[src/rtl/rx_uc.sv]
// rx_uc: UART receive control unit.
// Detects a start bit, times bit centres from an oversampling tick and
// strobes the receive datapath (clear, shift, done). It also reports
// framing errors.
// Optional feature macro: RX_PARITY_EN adds an even-parity bit after the
// data bits and drives parity_err. Without it parity_err is tied to 0.
module rx_uc #(
    parameter int DATA_BITS  = 8,
    parameter int OVERSAMPLE = 16
) (
    input  logic clk,
    input  logic rst,
    input  logic baud_tick,
    input  logic rxd,
    output logic reset_fd,
    output logic sample_en,
    output logic rx_done,
    output logic frame_err,
    output logic parity_err,
    output logic busy
);

    localparam int TW = $clog2(OVERSAMPLE);
    localparam int BW = $clog2(DATA_BITS + 1);

    localparam logic [TW-1:0] TICK_LAST = TW'(OVERSAMPLE - 1);
    localparam logic [TW-1:0] TICK_HALF = TW'(OVERSAMPLE / 2 - 1);
    localparam logic [BW-1:0] BIT_LAST  = BW'(DATA_BITS - 1);

    typedef enum logic [2:0] {
        IDLE,
        START,
        DATA,
`ifdef RX_PARITY_EN
        PARITY,
`endif
        STOP,
        DONE,
        FERR,
        BREAK
    } state_t;

    state_t        state_q, state_d;
    logic [TW-1:0] tick_q, tick_d;
    logic [BW-1:0] bit_q, bit_d;
`ifdef RX_PARITY_EN
    logic          par_acc_q, par_acc_d;
    logic          par_flag_q, par_flag_d;
`endif

    // State and counter registers; a synchronous reset returns everything to idle.
    always_ff @(posedge clk) begin
        if (rst) begin
            state_q    <= IDLE;
            tick_q     <= '0;
            bit_q      <= '0;
`ifdef RX_PARITY_EN
            par_acc_q  <= 1'b0;
            par_flag_q <= 1'b0;
`endif
        end else begin
            state_q    <= state_d;
            tick_q     <= tick_d;
            bit_q      <= bit_d;
`ifdef RX_PARITY_EN
            par_acc_q  <= par_acc_d;
            par_flag_q <= par_flag_d;
`endif
        end
    end

    // Next state, counter updates and strobes; all outputs are held low during reset.
    always_comb begin
        state_d    = state_q;
        tick_d     = tick_q;
        bit_d      = bit_q;
`ifdef RX_PARITY_EN
        par_acc_d  = par_acc_q;
        par_flag_d = par_flag_q;
`endif
        reset_fd   = 1'b0;
        sample_en  = 1'b0;
        rx_done    = 1'b0;
        frame_err  = 1'b0;
        parity_err = 1'b0;
        busy       = 1'b0;

        if (!rst) begin
            busy = (state_q != IDLE);
            case (state_q)
                IDLE: begin
                    if (baud_tick && !rxd) begin
                        reset_fd   = 1'b1;
                        state_d    = START;
                        tick_d     = '0;
                        bit_d      = '0;
`ifdef RX_PARITY_EN
                        par_acc_d  = 1'b0;
                        par_flag_d = 1'b0;
`endif
                    end
                end
                START: begin
                    if (baud_tick) begin
                        if (tick_q == TICK_HALF) begin
                            tick_d  = '0;
                            state_d = rxd ? IDLE : DATA;
                        end else begin
                            tick_d = tick_q + TW'(1);
                        end
                    end
                end
                DATA: begin
                    if (baud_tick) begin
                        if (tick_q == TICK_LAST) begin
                            sample_en = 1'b1;
                            tick_d    = '0;
                            bit_d     = bit_q + BW'(1);
`ifdef RX_PARITY_EN
                            par_acc_d = par_acc_q ^ rxd;
                            if (bit_q == BIT_LAST) begin
                                state_d = PARITY;
                            end
`else
                            if (bit_q == BIT_LAST) begin
                                state_d = STOP;
                            end
`endif
                        end else begin
                            tick_d = tick_q + TW'(1);
                        end
                    end
                end
`ifdef RX_PARITY_EN
                PARITY: begin
                    if (baud_tick) begin
                        if (tick_q == TICK_LAST) begin
                            tick_d     = '0;
                            par_flag_d = par_acc_q ^ rxd;
                            state_d    = STOP;
                        end else begin
                            tick_d = tick_q + TW'(1);
                        end
                    end
                end
`endif
                STOP: begin
                    if (baud_tick) begin
                        if (tick_q == TICK_LAST) begin
                            tick_d  = '0;
                            state_d = rxd ? DONE : FERR;
                        end else begin
                            tick_d = tick_q + TW'(1);
                        end
                    end
                end
                DONE: begin
                    rx_done = 1'b1;
`ifdef RX_PARITY_EN
                    parity_err = par_flag_q;
`endif
                    state_d = IDLE;
                end
                FERR: begin
                    frame_err = 1'b1;
`ifdef RX_PARITY_EN
                    par_flag_d = 1'b0;
`endif
                    state_d = BREAK;
                end
                BREAK: begin
                    if (baud_tick && rxd) begin
                        state_d = IDLE;
                    end
                end
                default: begin
                    state_d = IDLE;
                end
            endcase
        end
    end

endmodule

[config.mk]
export PLATFORM = sky130hd
export DESIGN_NAME = rx_uc
export DESIGN_NICKNAME = d
export VERILOG_FILES = /design/src/rtl/rx_uc.sv
export SDC_FILE = /design/constraint.sdc
export NUM_CORES = 1
export LEC_CHECK = 0
export CAP_MARGIN = 10
export CORE_MARGIN = 1
export CORE_UTILIZATION = 45
export DETAILED_ROUTE_END_ITERATION = 10
export PLACE_DENSITY_LB_ADDON = 0.08
export SLEW_MARGIN = 20
export SYNTH_ARGS = -nofsm -noshare
export SYNTH_HDL_FRONTEND = slang
export SYNTH_SLANG_ARGS = --single-unit
[constraint.sdc]
create_clock -name clk -period 3.7 [get_ports clk]
set_clock_uncertainty 0.05 [all_clocks]
set_input_delay 0.74 -clock clk [delete_from_list [all_inputs] [get_ports clk]]
set_output_delay 0.74 -clock clk [all_outputs]
set_load 0.1 [all_outputs]
Figure 1. Power grid (run 1).
The bar under the picture is 10 um long. Pins as bars on the die edge.
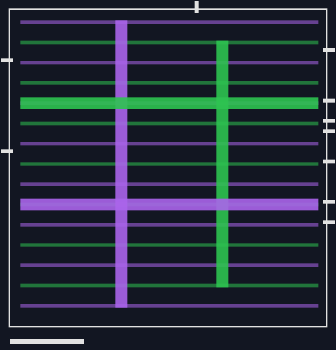
purple -> VSS
green -> VDD
met4 straps = 2
met5 straps = 2
met1 rails = 15

Figure 2. Placed cells, one color a class (run 1).
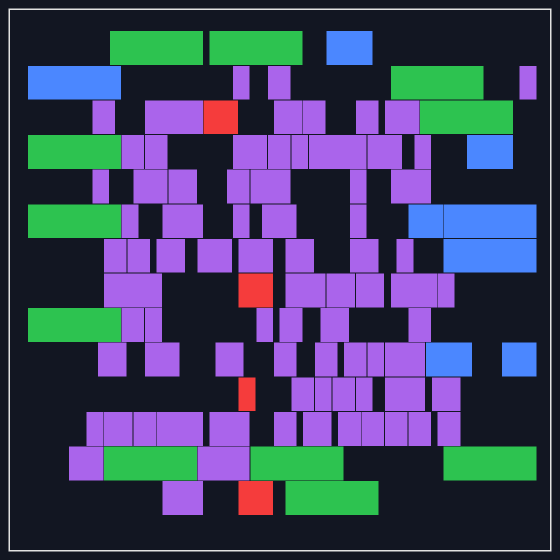
purple -> combinational and other logic  # cells 78
red -> clock drivers and dummy loads  # cells 4
green -> sequential cells  # cells 11
blue -> remaining buffers and delay cells  # cells 8

Figure 3. Clock wires, drivers and flops (run 1).
The bar under the picture is 10 um long.
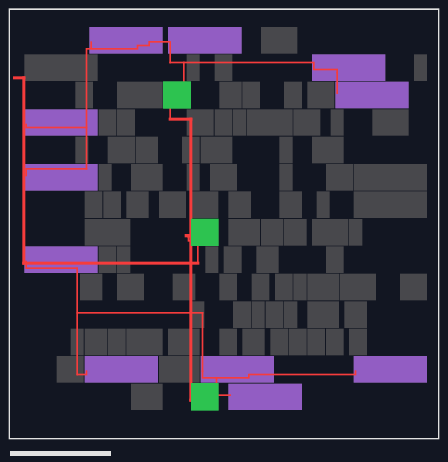
red -> clock wires  # length 189 um
purple -> flip-flops  # count 11
green -> clock drivers  # count 3
flops lie = spread over the die
routed clock nets = 4

==> run 1: metal layers <==
metal / vias up / GRT usage / share of wire
met5: - / 0 / 0
met3: 5 / 0.03448 / 0.038
met2: 14 / 0.2831 / 0.45
met4: 0 / 0.1313 / 0.028
li1: 354 / - / -
met1: 337 / 0.3000 / 0.49
==> run 1: worst register-to-register path, cell delays in order (launching register included) <==
cell and delay [ps]:
sky130_fd_sc_hd__dfxtp_1 540, sky130_fd_sc_hd__xnor2_1 140, sky130_fd_sc_hd__a311o_1 440, sky130_fd_sc_hd__or4_1 520, sky130_fd_sc_hd__a31oi_1 160
==> run 1: flip-flops by register name (all words and copies together) (netlist names) <==
signal,count
bit_q,4
tick_q,4
state_q,3
==> summary.txt, run 1 <==
Status of the implementation.

- The kind of cell adding the most delay to the critical path is buffers and inverters, for reference.
- The critical path crosses 5 cells after its start point.
- The core area is between 0.0015 and 0.002 mm2, for reference.
- After technology mapping, the gate count stands at 95.
- According to the I/O placement log, the pin count is 10.
- Once placement completed, the tool counted placed cells totaling 113.
- The flop share of the area is 0.2596, for reference.
- The main flop type after synthesis is sky130_fd_sc_hd__dfxtp_1, for reference.
- By count the netlist is led by 11 x sky130_fd_sc_hd__dfxtp_1, 9 x sky130_fd_sc_hd__a21oi_1, 9 x sky130_fd_sc_hd__nand2_1, 7 x sky130_fd_sc_hd__nand3_1, 5 x sky130_fd_sc_hd__o21ai_0.
- The clock period could shrink to around 3000 ps.
- From left edge to right edge, the die measures 42.44 um.
- The count of final setup violators is 0, for reference.
- The count of cells in the finished layout, fillers not included, comes to 117.
- The flow ran to the end, and the final reports show no timing, DRC or antenna violations.
- Looking at the clock tree report, the H-tree level count equals 1.
- During synthesis, Yosys emitted a total of 0 warnings.
- After detailed routing, the number of remaining DRC violations is 0.
- Between the synthesized netlist and the finished layout, the area growth was recorded as 15.31%.
- In this run, post-CTS repair resized a total of 0 instances.
- The wire length per cell is between 10 and 15 um, for reference.
- The synthesized flop and latch total is 11, for reference.
- The number of setup buffers added after CTS is 0, for reference.
- The flow inserted 16 tap cells.
- Along the worst hold path, the cell count comes to 2.
- Per the layout report, the design carries 8 non-clock buffers.
- The CTS report gives the tree buffer count as 3.
- The final route contains 710 vias.
- The worst setup path is of the in2out kind.
- Counting endpoints that fail hold in the final report gives 0.
- The minimum setup slack among reg-to-reg paths is between 1500 and 2000 ps, for reference.
- The portion of netlist area occupied by mux cells is 0, for reference.
- In this run, the synthesized area fraction spent on and/or/nand/nor cells is recorded as 0.3316.
- The maximum root-to-sink buffer count is 2, for reference.
- The via count of the first global-routing pass is a little under 600, for reference.
- Of the combinational cells, the family taking the most area is simple AND/OR/NAND/NOR gates.
- The pre-antenna-repair detailed-routing pass consisted of 4 iterations.
- The number of hold buffers added after CTS was 0.
- Counting flops with an async set or reset pin after synthesis yields a share of 0.
- The number of nets in the finished design is 108, for reference.
- The floorplan step defined a die boundary enclosing about 0.0018 mm2.
- Per the post-synthesis report, the nets total roughly 100.
- Dividing the detail-routed via count by the number of cells gives ~6.1.
- As reported, the later end of the worst-skew pair has a clock insertion delay of roughly 270 ps.
- CTS placed an instance of sky130_fd_sc_hd__clkbuf_4 at the clock tree root.
- The fraction of the core area occupied by cells at floorplan is 0.4828, for reference.
- The area recorded from the Yosys report for this design is ~740 um2.
- Timing analysis after detailed placement gives a worst setup slack of 671.9 ps.
- The area of the mapped netlist is approximately 740 um2, for reference.
- STA shows the worst reg2reg path with a cell count of 4.
- The count of instantiated cells in the yosys netlist is 95, for reference.
- Among all stages on the critical path, the maximum delay recorded is around 800 ps.
- The share of the clock period used by the worst path is 0.8206, for reference.
- Note, the detailed placer reported a final HPWL of around 1200 um.
- Of the post-synthesis cell area, the dominant cell type holds 0.2993.
- The number of slew-limit violations in the final report is 0, for reference.
- The element type at the critical path end is an output port, for reference.
- The final layout reports a setup TNS of 0 ps.
- Per the final report, the share of cell area in clock cells is 0.03097.
- The final timing report gives a worst setup slack of 663.9 ps.
- Per the final report, the share of cell area in non-clock buffers is 0.1239.
- The post-synthesis share of cell area spent on and-or and or-and gates is 0.2228, for reference.
- sky130_fd_sc_hd__dfxtp_1 is the most common cell in the netlist.
- The number of logic inverters in the finished layout is 3, for reference.
- By area, multi-input combinational cells come first.
- Setup repair after global routing left no endpoint under its margin.
- The sequential cell area is 220.2 um2, for reference.
- The critical path starts at rst.
- STA lists the endpoint of the worst register-to-register path as tick_q[3]$_SDFFE_PP0P_.
- Yosys attributes the largest share of cell area to sky130_fd_sc_hd__dfxtp_1 30%, sky130_fd_sc_hd__a21oi_1 6.1%, sky130_fd_sc_hd__nand3_1 4.8%.
- The number of antenna diodes is 0, for reference.
- The clock net sink count is 11, for reference.
- TritonCTS built the clock tree.
- The first global-routing pass estimated ~2800 um of wire.
- The count of buffers added on input and output ports is 8.
- Multi-input logic gates represent a cell area share of 0.5487.
- The sequential share of the synthesized area is 0.2993, for reference.
- The fraction of final layout cells sized beyond drive strength 1 is 0.1287, for reference.
- The combinational gate count is 75, for reference.
- The cell type that accounts for the most area after synthesis is sky130_fd_sc_hd__dfxtp_1.
- In this run, the synthesized area fraction spent on adder and majority cells is recorded as 0.03401.
- For the pin with the worst max-slew slack, the measured transition is between 500 and 600 ps.
- The filler cells instantiated in the layout total 147.
- The reg-to-reg critical path startpoint is state_q[1]$_SDFFE_PP0P_, for reference.
Figure 4. Wiring by layer (run 1).
The bar under the picture is 10 um long.
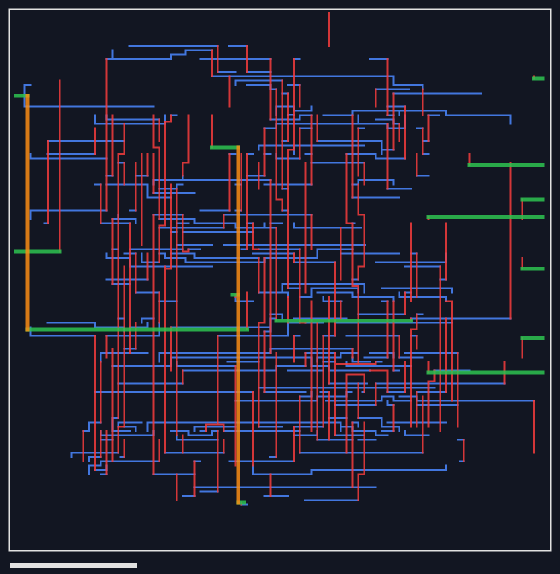

==> run 1 -> run 2 <==
- clock period: 3.7 -> 2.51 ns (I/O delays scaled with it)
Figure 5. Wiring by layer (run 2).
The bar under the picture is 10 um long.
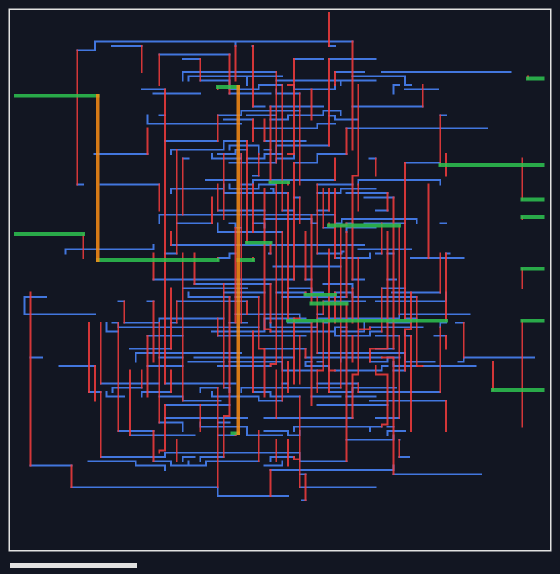
orange -> metal 4  # wire length 40.1 um
green -> metal 3  # wire length 69.9 um
blue -> metal 1  # wire length 847 um
red -> metal 2  # wire length 699 um

==> summary.txt, run 2 <==
Status of the implementation.

- The most crowded layer after global routing is met2, for reference.
- The number of setup buffers added after CTS is 0 (unchanged).
- The number of antenna diodes is 0 (unchanged), for reference.
- The synthesis-to-layout area growth is 22.62%, for reference.
- The flow ran to the end, and the final reports show no timing, DRC or antenna violations.
- The clock network latency to the later pin of the worst-skew pair is 270 ps (about the same), for reference.
- The chip area estimate from yosys synthesis is 735.7 um2 (unchanged), for reference.
- The number of cells upsized or downsized after cts is 0 (unchanged), for reference.
- The area fraction in full adders, half adders and majority gates is 0.03401 (unchanged).
- The worst setup slack after placement is 233.2 ps (-438.7 ps), for reference.
- The remaining global-route overflow is 0, for reference.
- In this run the clock root is driven by a sky130_fd_sc_hd__clkbuf_4.
- The slowest stage of the critical path is the sky130_fd_sc_hd__clkdlybuf4s50_1 cell.
- The count of final setup violators is 0 (unchanged), for reference.
- The length of routed met2 wiring is 698 um (-5.7%).
- The global routing usage on met1 came to 0.2926 (-0.007447).
- The core area is 0.001524 mm2 (unchanged), for reference.
- The fraction of the core area occupied by cells at floorplan is 0.4828 (unchanged).
- The area of the mapped netlist is 735.7 um2 (unchanged), for reference.
- The sequential cell area is 220.2 um2 (unchanged).
- On the worst setup and hold paths after CTS, the clock-pin slew comes to ~70 ps.
- The H-tree depth is 1 (unchanged).
- The highest fanout seen on the critical path is 5, for reference.
- The largest family of logic cells by area is simple AND/OR/NAND/NOR gates, for reference.
- The maximum root-to-sink buffer count was 2 (unchanged).
- The routed design could run at a clock period as short as 2307 ps.
- The wire length on met1 is 847 um (+4.7%).
- The kind of cell adding the most delay to the critical path is buffers and inverters, for reference.
- The post-synthesis share of cell area spent on and-or and or-and gates is 0.2228 (unchanged), for reference.
- The fill cell instance count of the final layout is 134 (-8.8%), for reference.
- The main flop type after synthesis is sky130_fd_sc_hd__dfxtp_1, for reference.
- In the final layout, the registers with the most flip-flops are bit_q (4), tick_q (4), state_q (3).
- The final weighted congestion recorded by global placement is 0.8722.
- The setup slack of the critical path after layout came to 202.9 ps (-461.0 ps).
- The post-synthesis cell count is 95 (unchanged), for reference.
- The area of the die came to 0.001801 mm2 (unchanged).
- The clock net sink count was 11 (unchanged).
- The number of vias per cell is 5.983 (-1.4%), for reference.
- The net count after synthesis is 101 (unchanged), for reference.
- The amount of wire on met3 after detailed routing is 69 um (+9.5%), for reference.
- Total global-route track usage over all layers is 0.2084.
- The area share of and/or/nand/nor cells after synthesis is 0.3316 (unchanged), for reference.
- The element type at the critical path end is an output port, for reference.
- The top cell type in the final layout, fill and taps aside, is sky130_fd_sc_hd__dfxtp_1.
- The yosys warning tally was 0 (unchanged).
- The number of non-filler instances in the completed layout is 120 (+2.6%).
- The number of buffers inserted during clock tree synthesis is 3 (unchanged).
- The worst setup path is of the in2out kind.
- After synthesis, the cell types taking the most area are sky130_fd_sc_hd__dfxtp_1 30%, sky130_fd_sc_hd__a21oi_1 6.1%, sky130_fd_sc_hd__nand3_1 4.8%.
- The CTS tree is built, for reference.
- The async set-reset flop share out of synthesis is 0 (unchanged).
- The share of the clock period used by the worst path is 0.9192, for reference.
- The placed instances occupy a cell area of 875.8 um2.
- The synthesized flop and latch total was 11 (unchanged).
- The number of ports placed on the die boundary is 10 (unchanged), for reference.
- The library cell appearing most often on the critical path is sky130_fd_sc_hd__and3_1, for reference.
- The met2 usage in global routing is 0.3046 (+0.02154).
- The count of input and output buffers was 8 (unchanged).
- Counting instances in the post-synthesis netlist gives the leading cell types as 11 x sky130_fd_sc_hd__dfxtp_1, 9 x sky130_fd_sc_hd__a21oi_1, 9 x sky130_fd_sc_hd__nand2_1, 7 x sky130_fd_sc_hd__nand3_1, 5 x sky130_fd_sc_hd__o21ai_0.
- The number of nets in the finished design is 111 (+2.8%), for reference.
- Yosys mapped a number of flops with a built-in enable equal to 0.
- The critical path contains buffers and inverters numbering 3 combined.
- The number of search-and-repair iterations in the first detailed-routing pass is 4 (unchanged), for reference.
- The fraction of final layout cells sized beyond drive strength 1 came to 0.1731 (+0.04436).
- The total routed wirelength is between 1500 and 2000 um, for reference.
- The portion of synthesized cell area occupied by the leading cell type is 0.2993 (unchanged), for reference.
- The total vias in the final route is 718 (+1.1%), for reference.
- The via count of the first global-routing pass is 639 (+7.6%).
- The count of cell types in the netlist is around 40, for reference.
- The number of hold buffers added after cts came to 0 (unchanged).
- The count of instantiated cells in the yosys netlist was 95 (unchanged).
- The site row count is 14, for reference.
- The most common cell in the synthesized netlist is sky130_fd_sc_hd__dfxtp_1, for reference.
- The highest cell delay on the worst timing path was 570 ps (-210 ps).
- The number of placed instances with taps included came to 116 (+2.7%).
- The portion of netlist area occupied by mux cells is 0 (unchanged), for reference.
- The total negative slack for setup checks is 0 ps (unchanged), for reference.
- The parity-gate share of the synthesized area counting xor and xnor cells is 0.02381, for reference.
- The global-route wire length before repair was 2835 um (+1.5%).
- Setup repair after global routing left no endpoint under its margin.
- The met3 global-route usage was 0.03017 (-0.004310).
- The footprint of the multi-input gates is between 400 and 500 um2, for reference.
- The sequential share of the synthesized area is 0.2993 (unchanged), for reference.
- The wire length per cell is 13.79 um (-2.8%).
- Summed over all instances, the cell type with the most area after synthesis is sky130_fd_sc_hd__dfxtp_1.
- The overall die width is 42.44 um (unchanged).
- The number of slew-limit violations in the final report came to 0 (unchanged).
- The worst hold slack across all endpoints is 433.8 ps, for reference.
- The initial antenna violation count is 0.
- The number of DRC violations after detailed routing is 0 (unchanged), for reference.
- The end-of-flow core utilization is 0.5920, for reference.
- The number of failing hold endpoints at the final stage is 0 (unchanged).
- The vertical die dimension reported for this design is roughly 42 um.
- The detailed router used layers up to and including met4.
- The total half-perimeter wirelength after legalization and detailed placement is 1160 um (-3.4%), for reference.
run 2: area by class of cell:
type                            count  share of cell area
Clock buffer                        4             0.02913
Multi-Input combinational cell     75              0.5229
Tap cell                           16             0.02219
Inverter                            3             0.01248
Timing Repair Buffer               11              0.1692
Sequential cell                    11              0.2441
run 2: path summary, 6_finish.rpt:
kind | cells past startpoint | slack (ps) | end | from
setup reg to reg | 4 | 620 | tick_q[3]$_SDFFE_PP0P_ | state_q[1]$_SDFFE_PP0P_
setup / recovery | 5 | 200 | sample_en | rst
hold reg to reg | 2 | 430 | tick_q[1]$_SDFFE_PP0P_ | tick_q[1]$_SDFFE_PP0P_
hold / removal | 2 | 430 | tick_q[1]$_SDFFE_PP0P_ | tick_q[1]$_SDFFE_PP0P_
Figure 6. Power grid (run 2).
The bar under the picture is 10 um long. Pins as bars on the die edge.
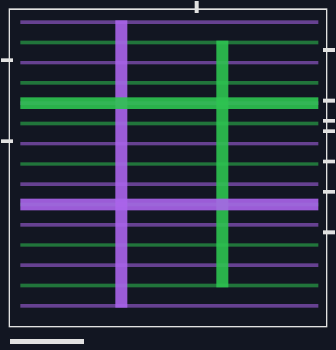

==> run 2 -> run 3 <==
- ABC_AREA: not set -> 1
Figure 7. Power grid (run 3).
The bar under the picture is 10 um long. Pins as bars on the die edge.
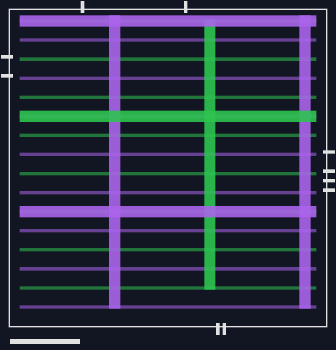
green -> VDD
purple -> VSS
met4 straps = 3
met1 rails = 16
met5 straps = 3
signal pins = 10

==> summary.txt, run 3 <==
Status of the implementation.

- The kind of cell adding the most delay to the critical path is buffers and inverters, for reference.
- The yosys warning tally is 0 (unchanged), for reference.
- The met3 global-route usage is 0.03600 (+0.005828), for reference.
- The site row count came to 15 (+1).
- The timing startpoint of the critical path is rxd, for reference.
- The total vias in the final route is 847 (+18%), for reference.
- The critical path depth in cells is 5 (unchanged), for reference.
- The total routed wirelength is 1771 um (+7.0%), for reference.
- The number of slew-limit violations in the final report was 0 (unchanged).
- Among the non-sequential cells, simple AND/OR/NAND/NOR gates take the most area.
- For reference, the most critical setup path is categorized as in2out.
- The highest layer touched by signal routing is met4.
- The wire length per cell is 10.54 um (-24%), for reference.
- The number of vias per cell is 5.042 (-16%).
- The registers reported with the highest flop counts are bit_q (4), tick_q (4), state_q (3).
- The height of the chip is 45.10 um (+6.3%).
- The cell type with the highest aggregate area in the netlist is sky130_fd_sc_hd__dfxtp_1, for reference.
- Per STA, the endpoint of the critical path is reset_fd.
- The fill cell instance count of the final layout is 171 (+28%).
- The count of cell types in the netlist is 24 (-40%), for reference.
- The portion of synthesized cell area occupied by the leading cell type is 0.2635 (-0.03585), for reference.
- The highest cell delay on the worst timing path is 440 ps (-130 ps), for reference.
- For this design, the slowest cell found on the critical path is sky130_fd_sc_hd__clkdlybuf4s50_1.
- The worst setup slack after placement is 243.4 ps (+10.21 ps), for reference.
- The total global-route track usage is 0.1932 (-0.01517).
- The worst setup path is captured at an output port.
- The number of search-and-repair iterations in the first detailed-routing pass is 5 (+1), for reference.
- The number of hold buffers added after cts was 0 (unchanged).
- The portion of netlist area occupied by mux cells was 0 (unchanged).
- From synthesis to final layout, the design area changed by 19.31%.
- The run finished with clean final reports.
- The chip area estimate from yosys synthesis is 835.8 um2 (+14%), for reference.
- The most crowded layer after global routing is met2, for reference.
- The launch point of the worst min-delay path is recorded as bit_q[3]$_SDFFE_PP0P_.
- The initial antenna violation count was 0 (unchanged).
- The area of the die is 0.002034 mm2 (+13%), for reference.
- The worst-case reg-to-reg path depth is 7 (+3), for reference.
- Looking at the gate-level netlist, the highest instance count belongs to sky130_fd_sc_hd__nand2_1.
- The overall die width is 45.10 um (+6.3%).
- The core area came to 0.001727 mm2 (+13%).
- The number of placed instances with taps included is 164 (+41%).
- The number of ports placed on the die boundary is 10 (unchanged), for reference.
- The number of failing hold endpoints at the final stage is 0 (unchanged), for reference.
- The via count of the first global-routing pass was 700 (+9.5%).
- The total negative slack for setup checks is 0 ps (unchanged), for reference.
- The end-of-flow core utilization is 0.5775 (-0.01442), for reference.
- The async set-reset flop share out of synthesis was 0 (unchanged).
- The main flop type after synthesis is sky130_fd_sc_hd__dfxtp_1, for reference.
- The worst register-to-register path begins at state_q[2]$_SDFFE_PP0P_.
- The clock network latency to the later pin of the worst-skew pair is 270 ps (about the same), for reference.
- The number of stages on the worst hold path is 2 (unchanged).
- The length of routed met2 wiring is 796 um (+14%), for reference.
- The area fraction in full adders, half adders and majority gates came to 0.02994 (-0.004073).
- The count of input and output buffers was 8 (unchanged).
- The number of buffers and inverters on the critical path is 3 (unchanged).
- The maximum root-to-sink buffer count is 2 (unchanged), for reference.
- The met2 usage in global routing was 0.2986 (-0.006065).
- The wire length on met1 is 864 um (+2.0%).
- The sequential share of the synthesized area is 0.2635 (-0.03585).
- The commonest cells after synthesis are 32 x sky130_fd_sc_hd__nand2_1, 20 x sky130_fd_sc_hd__nor2_1, 13 x sky130_fd_sc_hd__nand3_1, 11 x sky130_fd_sc_hd__dfxtp_1, 11 x sky130_fd_sc_hd__inv_1.
- The post-synthesis share of cell area spent on and-or and or-and gates was 0.08084 (-0.1420).
- The number of antenna diodes is 0 (unchanged), for reference.
- The H-tree depth is 1 (unchanged), for reference.
- The worst flop-to-flop path endpoint is tick_q[2]$_SDFFE_PP0P_, for reference.
- The synthesized flop and latch total came to 11 (unchanged).
- The number of buffers inserted during clock tree synthesis is 3 (unchanged), for reference.
- The number of cells upsized or downsized after cts came to 0 (unchanged).
- The global-route wire length before repair is 2898 um (+2.2%), for reference.
- The clock slew seen by the registers of the worst setup and hold paths is 70 ps (about the same), for reference.
- The remaining global-route overflow came to 0 (unchanged).
- The number of nets in the finished design was 150 (+35%).
- The highest fanout seen on the critical path was 3 (-2).
- The area share of and/or/nand/nor cells after synthesis is 0.4850 (+0.1534), for reference.
- The setup slack of the critical path after layout came to 247.0 ps (+44.07 ps).
- The clock net sink count was 11 (unchanged).
- For reference, the critical path cell chain is clkdlybuf4s50_1 > inv_1 > nand2_1 > nor3_1 > buf_12.
- The cell area reported after detailed placement is 970.9 um2 (+11%), for reference.
- The minimum setup slack among reg-to-reg paths is 980 ps (+360 ps), for reference.
- The global routing usage on met1 is 0.2652 (-0.02735).
- Leaving out fill and tap cells, the most frequent cell in the layout is sky130_fd_sc_hd__nand2_1.
- The number of DRC violations after detailed routing is 0 (unchanged), for reference.
- The amount of wire on met3 after detailed routing is 81 um (+17%), for reference.
- The post-synthesis cell count is 135 (+42%), for reference.
- The fraction of final layout cells sized beyond drive strength 1 is 0.1888 (+0.01573), for reference.
- The final RePlAce weighted congestion is 0.8464 (-3.0%), for reference.
- The buffer type at the clock tree root is sky130_fd_sc_hd__clkbuf_4, for reference.
- Yosys attributes the largest share of cell area to sky130_fd_sc_hd__dfxtp_1 26%, sky130_fd_sc_hd__nand2_1 14%, sky130_fd_sc_hd__nor2_1 9.0%.
- The count of instantiated cells in the yosys netlist was 135 (+42%).
- The count of final setup violators came to 0 (unchanged).
- STA shows the worst min-delay path finishing at bit_q[3]$_SDFFE_PP0P_.
- The number of setup buffers added after CTS is 0 (unchanged), for reference.
- The area of the mapped netlist is 835.8 um2 (+14%), for reference.
- The CTS tree is built, for reference.
- The number of enable-type register cells in the synthesized netlist is 0 (unchanged), for reference.
- The worst hold slack across all endpoints was 440.1 ps (+6.215 ps).
- The fraction of the core area occupied by cells at floorplan is 0.4841 (+0.001299), for reference.
- The number of non-filler instances in the completed layout is 168 (+40%).
## run 3: worst register-to-register path: cells and delay by family, from the launching register on
family	cells	cell delay [ps]
flops	1	560
simple gates	4	440
buf+inv	2	260
compound gates	1	120
## run 3: final cells by class
cell class / instances / area, um2 / area share
clock buffers: 4 / 26.28 / 0.02635
inverters: 16 / 60.06 / 0.06023
multi-input cells: 103 / 521.8 / 0.5232
flip-flops and latches: 11 / 220.2 / 0.2208
well taps: 25 / 31.28 / 0.03137
repair buffers: 9 / 137.6 / 0.1380
